**src/rtl/par_to_serial_tx_if.sv**
```systemverilog
// Upstream byte stream into the serializer: data/valid forward, ready back.
interface par_to_serial_tx_if #(
  parameter int unsigned DATA_W = 8
) ();
  logic [DATA_W-1:0] dataIn;
  logic              validIn;
  logic              readyOut;

  modport master (output dataIn, output validIn, input readyOut);
  modport slave  (input dataIn, input validIn, output readyOut);
endinterface

```
**src/rtl/par_to_serial_tx.sv**
```systemverilog
// Buffers upstream bytes in a small FIFO and shifts them out MSB-first, one bit per clk,
// sending IDLE_SYM on a fixed DATA_W-cycle symbol cadence whenever no byte is queued.
module par_to_serial_tx #(
  parameter int unsigned       DATA_W     = 8,
  parameter logic [DATA_W-1:0] IDLE_SYM   = 8'hBC,
  parameter int unsigned       FIFO_DEPTH = 4
) (
  input  logic                          clk,
  input  logic                          reset,
  par_to_serial_tx_if.slave             up,
  output logic                          serialOut,
  output logic                          syncOut,
  output logic                          activeOut,
  output logic [$clog2(FIFO_DEPTH):0]   fifoLevel
);

  localparam int unsigned CntW = $clog2(DATA_W);
  localparam int unsigned PtrW = $clog2(FIFO_DEPTH);
  localparam int unsigned LvlW = PtrW + 1;
  localparam logic [CntW-1:0] LastBit = CntW'(DATA_W - 1);
  localparam logic [LvlW-1:0] FullLvl = LvlW'(FIFO_DEPTH);

  logic [DATA_W-1:0] mem [FIFO_DEPTH];
  logic [DATA_W-1:0] shiftRegQ, shiftRegD;
  logic [CntW-1:0]   bitCntQ, bitCntD;
  logic              activeQ, activeD;
  logic [PtrW-1:0]   wrPtrQ, wrPtrD;
  logic [PtrW-1:0]   rdPtrQ, rdPtrD;
  logic [LvlW-1:0]   countQ, countD;

  logic ready;
  logic push;
  logic boundary;
  logic pop;

  // Ready depends only on the registered count, so a same-edge pop never frees a slot.
  assign ready       = (countQ != FullLvl);
  assign up.readyOut = ready;
  assign push        = up.validIn && ready;
  assign boundary    = (bitCntQ == LastBit);
  assign pop         = boundary && (countQ != '0);

  always_comb begin
    shiftRegD = {shiftRegQ[DATA_W-2:0], 1'b0};
    bitCntD   = bitCntQ + CntW'(1);
    activeD   = activeQ;
    wrPtrD    = wrPtrQ;
    rdPtrD    = rdPtrQ;
    countD    = countQ;

    if (boundary) begin
      bitCntD = '0;
      if (pop) begin
        shiftRegD = mem[rdPtrQ];
        activeD   = 1'b1;
      end else begin
        shiftRegD = IDLE_SYM;
        activeD   = 1'b0;
      end
    end

    // Depth is a power of two, so pointers wrap by natural overflow.
    if (push) wrPtrD = wrPtrQ + PtrW'(1);
    if (pop)  rdPtrD = rdPtrQ + PtrW'(1);

    case ({push, pop})
      2'b10:   countD = countQ + LvlW'(1);
      2'b01:   countD = countQ - LvlW'(1);
      default: countD = countQ;
    endcase
  end

  always_ff @(posedge clk or posedge reset) begin
    if (reset) begin
      shiftRegQ <= IDLE_SYM;
      bitCntQ   <= '0;
      activeQ   <= 1'b0;
      wrPtrQ    <= '0;
      rdPtrQ    <= '0;
      countQ    <= '0;
    end else begin
      shiftRegQ <= shiftRegD;
      bitCntQ   <= bitCntD;
      activeQ   <= activeD;
      wrPtrQ    <= wrPtrD;
      rdPtrQ    <= rdPtrD;
      countQ    <= countD;
    end
  end

  always_ff @(posedge clk or posedge reset) begin
    if (reset) begin
      for (int i = 0; i < int'(FIFO_DEPTH); i++) mem[i] <= '0;
    end else if (push) begin
      mem[wrPtrQ] <= up.dataIn;
    end
  end

  assign serialOut = shiftRegQ[DATA_W-1];
  assign syncOut   = (bitCntQ == '0);
  assign activeOut = activeQ;
  assign fifoLevel = countQ;

endmodule
```
**src/flat_wrapper.sv**
```systemverilog
// flat-port wrapper written by rule: the top's interface ports become plain ports
module par_to_serial_tx_flat 
#(
  parameter int unsigned       DATA_W     = 8,
  parameter logic [DATA_W-1:0] IDLE_SYM   = 8'hBC,
  parameter int unsigned       FIFO_DEPTH = 4
)
  (clk, reset, serialOut, syncOut, activeOut, fifoLevel, up_dataIn, up_validIn, up_readyOut);
  par_to_serial_tx_if #(.DATA_W(DATA_W)) up_i ();
  input  logic clk;
  input  logic reset;
  output logic serialOut;
  output logic syncOut;
  output logic activeOut;
  output logic [$clog2(FIFO_DEPTH):0] fifoLevel;
  input wire logic [$bits(up_i.dataIn)-1:0] up_dataIn;
  input wire logic [$bits(up_i.validIn)-1:0] up_validIn;
  output wire logic [$bits(up_i.readyOut)-1:0] up_readyOut;
  assign up_i.dataIn = up_dataIn;
  assign up_i.validIn = up_validIn;
  assign up_readyOut = up_i.readyOut;
  par_to_serial_tx #(.DATA_W(DATA_W), .IDLE_SYM(IDLE_SYM), .FIFO_DEPTH(FIFO_DEPTH)) u_core (.clk(clk), .reset(reset), .up(up_i), .serialOut(serialOut), .syncOut(syncOut), .activeOut(activeOut), .fifoLevel(fifoLevel));
endmodule
```
**config.mk**
```make
export PLATFORM = sky130hd
export DESIGN_NAME = par_to_serial_tx_flat
export DESIGN_NICKNAME = d
export VERILOG_FILES = /design/src/rtl/par_to_serial_tx_if.sv /design/src/rtl/par_to_serial_tx.sv /design/src/flat_wrapper.sv
export SDC_FILE = /design/constraint.sdc
export NUM_CORES = 1
export LEC_CHECK = 0
export CORE_MARGIN = 8
export CORE_UTILIZATION = 45
export DETAILED_ROUTE_END_ITERATION = 10
export HOLD_SLACK_MARGIN = 0.05
export PLACE_DENSITY = 0.78
export REMOVE_ABC_BUFFERS = 1
export SYNTH_ARGS = -nofsm -noshare
export SYNTH_HDL_FRONTEND = slang
export SYNTH_SLANG_ARGS = --single-unit
```
**constraint.sdc**
```tcl
create_clock -name clk -period 2.3 [get_ports clk]
set_clock_uncertainty 0.1 [all_clocks]
set_input_delay 0.46 -clock clk [delete_from_list [all_inputs] [get_ports clk]]
set_output_delay 0.46 -clock clk [all_outputs]
set_load 0.02 [all_outputs]
```
==> impl_metrics.csv, run 1 <==
group,metric,value,unit
cells_and_area,area_share_clock_buf_inv,3.67,%
global_routing,grt_pass1_wl,6940,microns
cells_and_area,largest_register,"u_core.mem",
critical_path,timing_worst_setup_path_type,"register to register",
critical_path,regToRegEndpoint,"u_core.fifoLevel[2]",
detailed_routing,via_count,1230,
power_and_ir_drop,max-vdd-ir-drop,661,uV
cells_and_area,final.fill_count,430,
clock_tree,post_cts.repair.setup_buffers,0,
cells_and_area,nClkBuffers,6,
clock_tree,cts_sinks,51,
synth,netlist_area,2290,sq um
floorplan,io_pins,18,
cells_and_area,layout.cells.most_common,"dfrtp_1",
placement,pre_cts_slack,0.0721,ns
critical_path,crit_end,"u_core.fifoLevel[2]",
cells_and_area,layout_top_cells,"46 x dfrtp_1, 31 x mux2_2, 15 x clkdlybuf4s50_1",
critical_path,timing.critical_path.max_delay_family,"simple AND/OR/NAND/NOR gates",
clock_tree,cts_tree,"yes",
power_and_ir_drop,switch_share,30.9,%
cells_and_area,seq_area_share,47.7,%
placement,placed_area,2590,sq um
cells_and_area,fin_cells,246,
synth,synth-edff-count,0,
timing,final_hold_fails,0,
timing,worst_case_setup_margin_in_the_final_layout,0.159,ns
critical_path,worst-endpoint-arrival,2.27,ns
synth,postSynth.topFlopCell,"dfrtp_1",
synth,area_leaders,"dfrtp_1 50%, mux2_2 15%, mux4_2 7.9%",
detailed_routing,wl_per_cell,16.2,microns
cells_and_area,antenna_cells,0,
cells_and_area,area_share_nonclk_buffers,9.21,%
critical_path,critical-path-top-cell-by-count,"xor2_1",
detailed_routing,antenna_viol_nets_final,0,
power_and_ir_drop,switching_power,0.00107,W
timing,maxSlewViolCount,0,
job,log.warning_count,29,
floorplan,nWellTaps,70,
timing,whs,0.368,ns
outcome,status,"finished clean",
global_routing,grt_max_degree,35,
synth,synth.cellmix.xorXnorShare,2.29,%
clock_tree,h_tree_lvls,2,
clock_tree,cts_inserted_buffers,5,
min_path,worst_hold_path_type,"primary input to asynchronous set/reset pin",
detailed_routing,drtIter0Drc,69,
timing,post-route-min-period,2.14,ns
cells_and_area,nMultiInputCombCells,80,
detailed_routing,top_signal_layer_used,"met4",
cells_and_area,biggestRegsByFlops,"u_core.mem x32, u_core.shiftRegQ x8",
detailed_routing,drt_wl_total,3980,microns
global_routing,most_crowded_layer_gr,"met2",
global_routing,antenna_found_initial,0,
global_routing,m2_gr_usage,19.7,%
timing,finalCritPeriodShare,93.1,%
synth,most_instantiated_cells_after_synthesis,"46 x dfrtp_1, 31 x mux2_2, 12 x inv_1",
global_routing,grt_pass1_vias,1469,
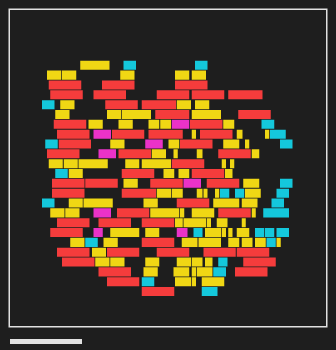
Figure 1: run 1, placement by cell class.
The bar under the picture is 20 microns long.
[red] registers | cells: 51 | share of their area: 49%
[cyan] remaining buffers and delay cells | cells: 25 | share of their area: 9.5%
[magenta] clock drivers and dummy loads | cells: 8 | share of their area: 3.8%
[yellow] remaining logic cells | cells: 92 | share of their area: 37%
placeable core region: 5010 sq um
Post-Layout Inst Area: 2690 sq um
Core Rows: 26
post-layout utilization of the core: 53.7%

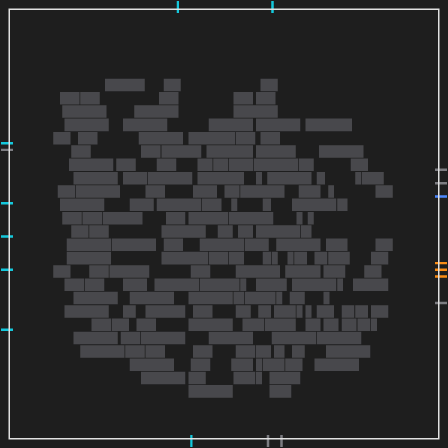
Figure 2: run 1, I/O pins on the die edge.
Pins as bars across the die edge, other pins in gray.
[orange] fifoLevel | pins: 3 | direction: output | edge: right
[cyan] up_dataIn | pins: 8 | direction: input | edge: 5 left, 2 top, 1 bottom
[blue] activeOut | pins: 1 | direction: output | edge: right
die extent in y: 87.4 microns
count of buffers inserted at the top-level ports: 17
horizontal die dimension: 87.4 microns

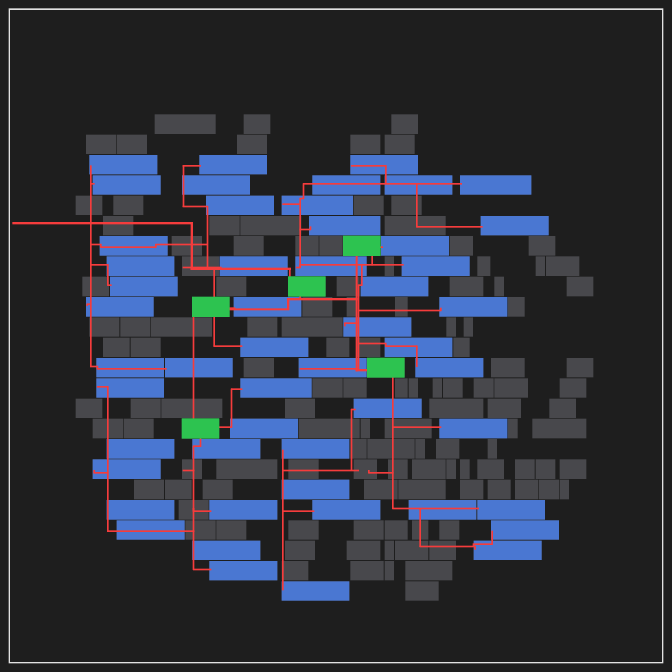
Figure 3: run 1, routed clock nets over the placement.
[green] clock-net drivers | count: 5
[red] clock wires | length: 507 microns
[blue] flip-flops | count: 51
routed clock nets: 6
power share of the clock group: 15.2%
Skew-Pair Late Insertion Delay: 0.30 ns
Clock net power: 0.000526 W

--- run 2 (diff from run 1) ---
- CTS_CLUSTER_DIAMETER: not set -> 150
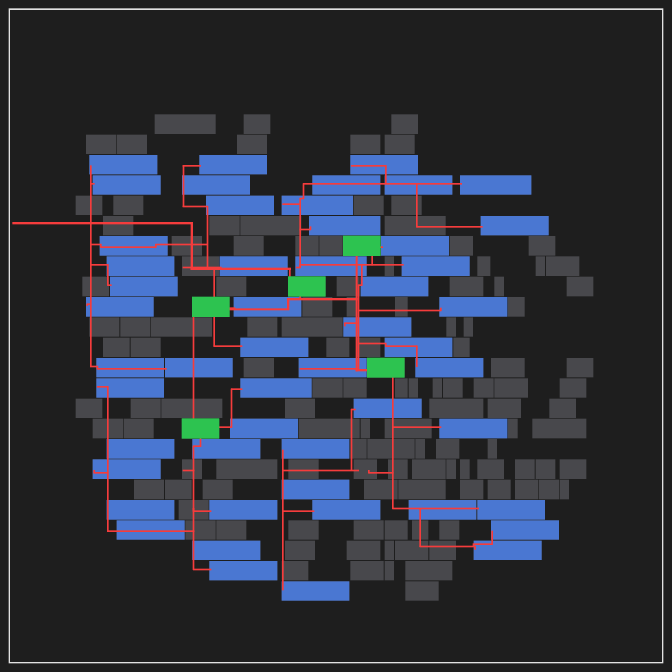
Figure 4: run 2, routed clock nets over the placement.

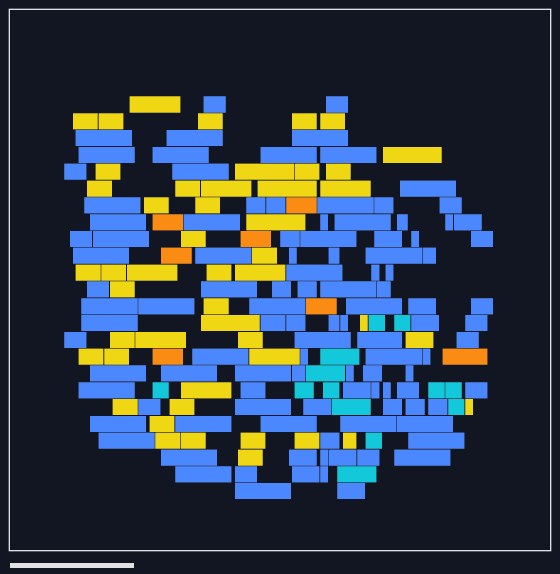
Figure 5: run 2, cells by drive strength.
The bar under the picture is 20 microns long.
[blue] x1 and smaller | cells: 108 | share: 61% | most used: dfrtp_1
[yellow] x2 | cells: 48 | share: 27% | most used: mux2_2
[orange] x6 and larger | cells: 7 | share: 4.0% | most used: clkbuf_8
[cyan] x3 and x4 | cells: 13 | share: 7.4% | most used: buf_4
synthesis-to-layout area growth: 17.4%
bufs w/o clock: 25
worst-case setup margin in the final layout: 0.159 ns

==> impl_metrics.csv, run 2 <==
group,metric,value,unit
job,log.warning_count,29,
critical_path,regToRegEndpoint,"u_core.fifoLevel[2]",
clock_tree,h_tree_lvls,2,
cells_and_area,seq_area_share,47.7,%
floorplan,floorplan.rows,26,
detailed_routing,drt_wl_total,3980,microns
detailed_routing,antenna_viol_nets_final,0,
floorplan,io_pins,18,
timing,finalCritPeriodShare,93.1,%
power_and_ir_drop,p_clk_share,15.2,%
global_routing,most_crowded_layer_gr,"met2",
critical_path,critical-path-top-cell-by-count,"xor2_1",
timing,whs,0.368,ns
placement,globalplace.congestion,0.738,
power_and_ir_drop,switching_power,0.00107,W
synth,synth-edff-count,0,
detailed_routing,via_count,1230,
clock_tree,cts_tree,"yes",
floorplan,placeable_core_region,5010,sq um
detailed_routing,top_signal_layer_used,"met4",
cells_and_area,antenna_cells,0,
power_and_ir_drop,max-vdd-ir-drop,661,uV
synth,most_instantiated_cells_after_synthesis,"46 x dfrtp_1, 31 x mux2_2, 12 x inv_1",
placement,placed_area,2590,sq um
global_routing,antenna_found_initial,0,
outcome,status,"finished clean",
critical_path,worst-endpoint-arrival,2.27,ns
floorplan,nWellTaps,70,
cells_and_area,fin_cells,246,
floorplan,die_w,87.4,microns
power_and_ir_drop,switch_share,30.9,%
timing,post-route-min-period,2.14,ns
critical_path,crit_end,"u_core.fifoLevel[2]",
cells_and_area,area_share_clock_buf_inv,3.67,%
placement,pre_cts_slack,0.0721,ns
cells_and_area,biggestRegsByFlops,"u_core.mem x32, u_core.shiftRegQ x8",
clock_tree,cts_inserted_buffers,5,
synth,netlist_area,2290,sq um
cells_and_area,final.fill_count,430,
global_routing,grt_max_degree,35,
min_path,worst_hold_path_type,"primary input to asynchronous set/reset pin",
synth,postSynth.topFlopCell,"dfrtp_1",
cells_and_area,layout_top_cells,"46 x dfrtp_1, 31 x mux2_2, 15 x clkdlybuf4s50_1",
cells_and_area,stdcell_area,2690,sq um
global_routing,m2_gr_usage,19.7,%
floorplan,die.size.y,87.4,microns
critical_path,timing_worst_setup_path_type,"register to register",
timing,final_hold_fails,0,
placement,count_of_buffers_inserted_at_the_top_level_ports,17,
detailed_routing,drtIter0Drc,69,
synth,ys_sh_aoi,3.11,%
cells_and_area,largest_register,"u_core.mem",
placement,placed_cells,238,
cells_and_area,final_core_utilization,53.7,%
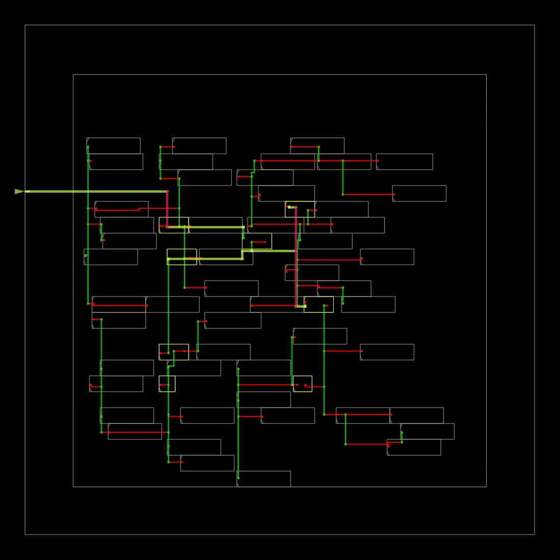
Figure 6: run 2, clock wiring as the flow saved it.
flop count: 51
CTS Sinks: 51

--- run 3 (diff from run 2) ---
- HOLD_SLACK_MARGIN: 0.05 -> 0.03
- PLACE_DENSITY: 0.78 -> 0.67
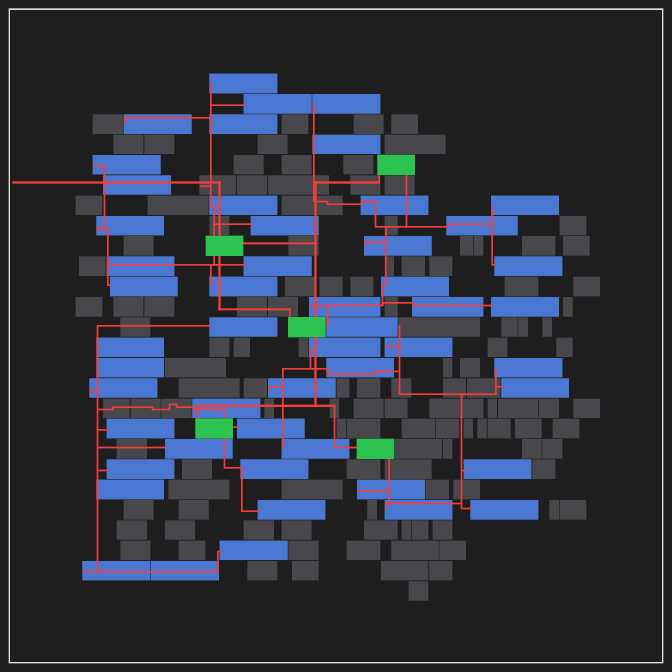
Figure 7: run 3, routed clock nets over the placement.
power share of the clock group: 17.7%
Clock net power: 0.000634 W

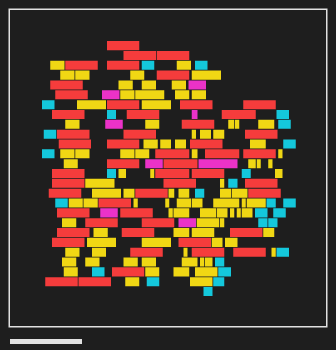
Figure 8: run 3, placement by cell class.
The bar under the picture is 20 microns long.
fraction of area in registers: 47.4%
post-layout utilization of the core: 54.0%
Post-Layout Inst Area: 2710 sq um

==> impl_metrics.csv, run 3 <==
group,metric,value,unit
detailed_routing,drt_wl_total,4100,microns
critical_path,regToRegEndpoint,"u_core.fifoLevel[2]",
timing,post-route-min-period,2.21,ns
cells_and_area,antenna_cells,0,
cells_and_area,layout.sequential_cells,51,
detailed_routing,top_signal_layer_used,"met4",
detailed_routing,wl_per_cell,16.5,microns
synth,most_instantiated_cells_after_synthesis,"46 x dfrtp_1, 31 x mux2_2, 12 x inv_1",
power_and_ir_drop,switching_power,0.00108,W
power_and_ir_drop,max-vdd-ir-drop,495,uV
cells_and_area,layout.cells.most_common,"dfrtp_1",
power_and_ir_drop,p_seq,0.00161,W
clock_tree,cts_tree,"yes",
min_path,worst_hold_path_type,"register to register",
cells_and_area,biggestRegsByFlops,"u_core.mem x32, u_core.shiftRegQ x8",
clock_tree,h_tree_lvls,2,
cells_and_area,area_share_nonclk_buffers,9.01,%
placement,placed_area,2590,sq um
global_routing,grt_pass1_vias,1445,
placement,pre_cts_slack,0.0615,ns
placement,count_of_buffers_inserted_at_the_top_level_ports,17,
clock_tree,post_cts.repair.setup_buffers,0,
detailed_routing,antenna_viol_nets_final,0,
critical_path,worst-endpoint-arrival,1.65,ns
placement,placed_cells,240,
global_routing,m2_gr_usage,20.9,%
synth,synth.cellmix.xorXnorShare,2.29,%
detailed_routing,drtIter0Drc,47,
cells_and_area,nMultiInputCombCells,80,
cells_and_area,largest_register,"u_core.mem",
critical_path,timing_worst_setup_path_type,"register to output pin",
synth,area_leaders,"dfrtp_1 50%, mux2_2 15%, mux4_2 7.9%",
cells_and_area,nClkBuffers,6,
outcome,status,"finished clean",
timing,setup-violations-final,0,
global_routing,most_crowded_layer_gr,"met2",
floorplan,io_pins,18,
timing,whs,0.365,ns
clock_tree,cts_sinks,51,
synth,netlist_area,2290,sq um
clock_tree,cts_inserted_buffers,5,
timing,maxSlewViolCount,0,
critical_path,reg2reg_slack,0.14,ns
placement,globalplace.congestion,0.708,
floorplan,die.size.y,87.4,microns
cells_and_area,final.fill_count,444,
clock_tree,clkLatencyLatePin,0.30,ns
critical_path,crit_end,"syncOut",
global_routing,antenna_found_initial,0,
timing,final_hold_fails,0,
detailed_routing,via_count,1260,
power_and_ir_drop,switch_share,30.1,%
timing,finalCritPeriodShare,95.9,%
cells_and_area,fin_cells,248,
floorplan,die_w,87.4,microns
synth,synth-edff-count,0,
cells_and_area,layout_top_cells,"46 x dfrtp_1, 31 x mux2_2, 16 x clkdlybuf4s50_1",
floorplan,floorplan.rows,26,
timing,worstMarginPinSlew,0.574,ns
synth,postSynth.topFlopCell,"dfrtp_1",
floorplan,nWellTaps,70,
global_routing,grt_pass1_wl,7010,microns
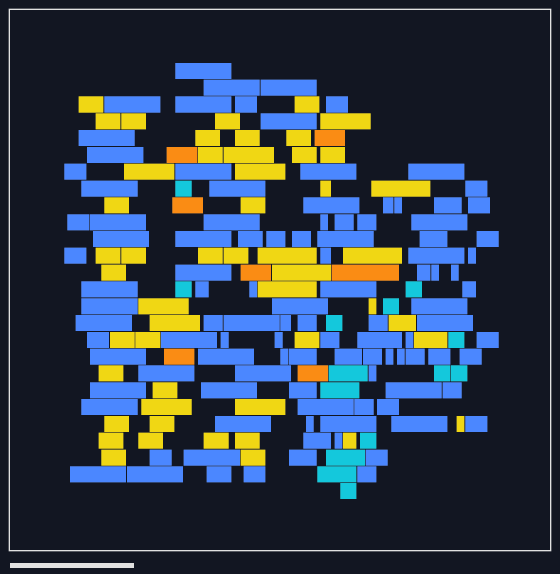
Figure 9: run 3, cells by drive strength.
The bar under the picture is 20 microns long.
worst-case setup margin in the final layout: 0.0932 ns
synthesis-to-layout area growth: 18.1%
bufs w/o clock: 27

No activity file was given, so power comes from the tool's default toggle rates.
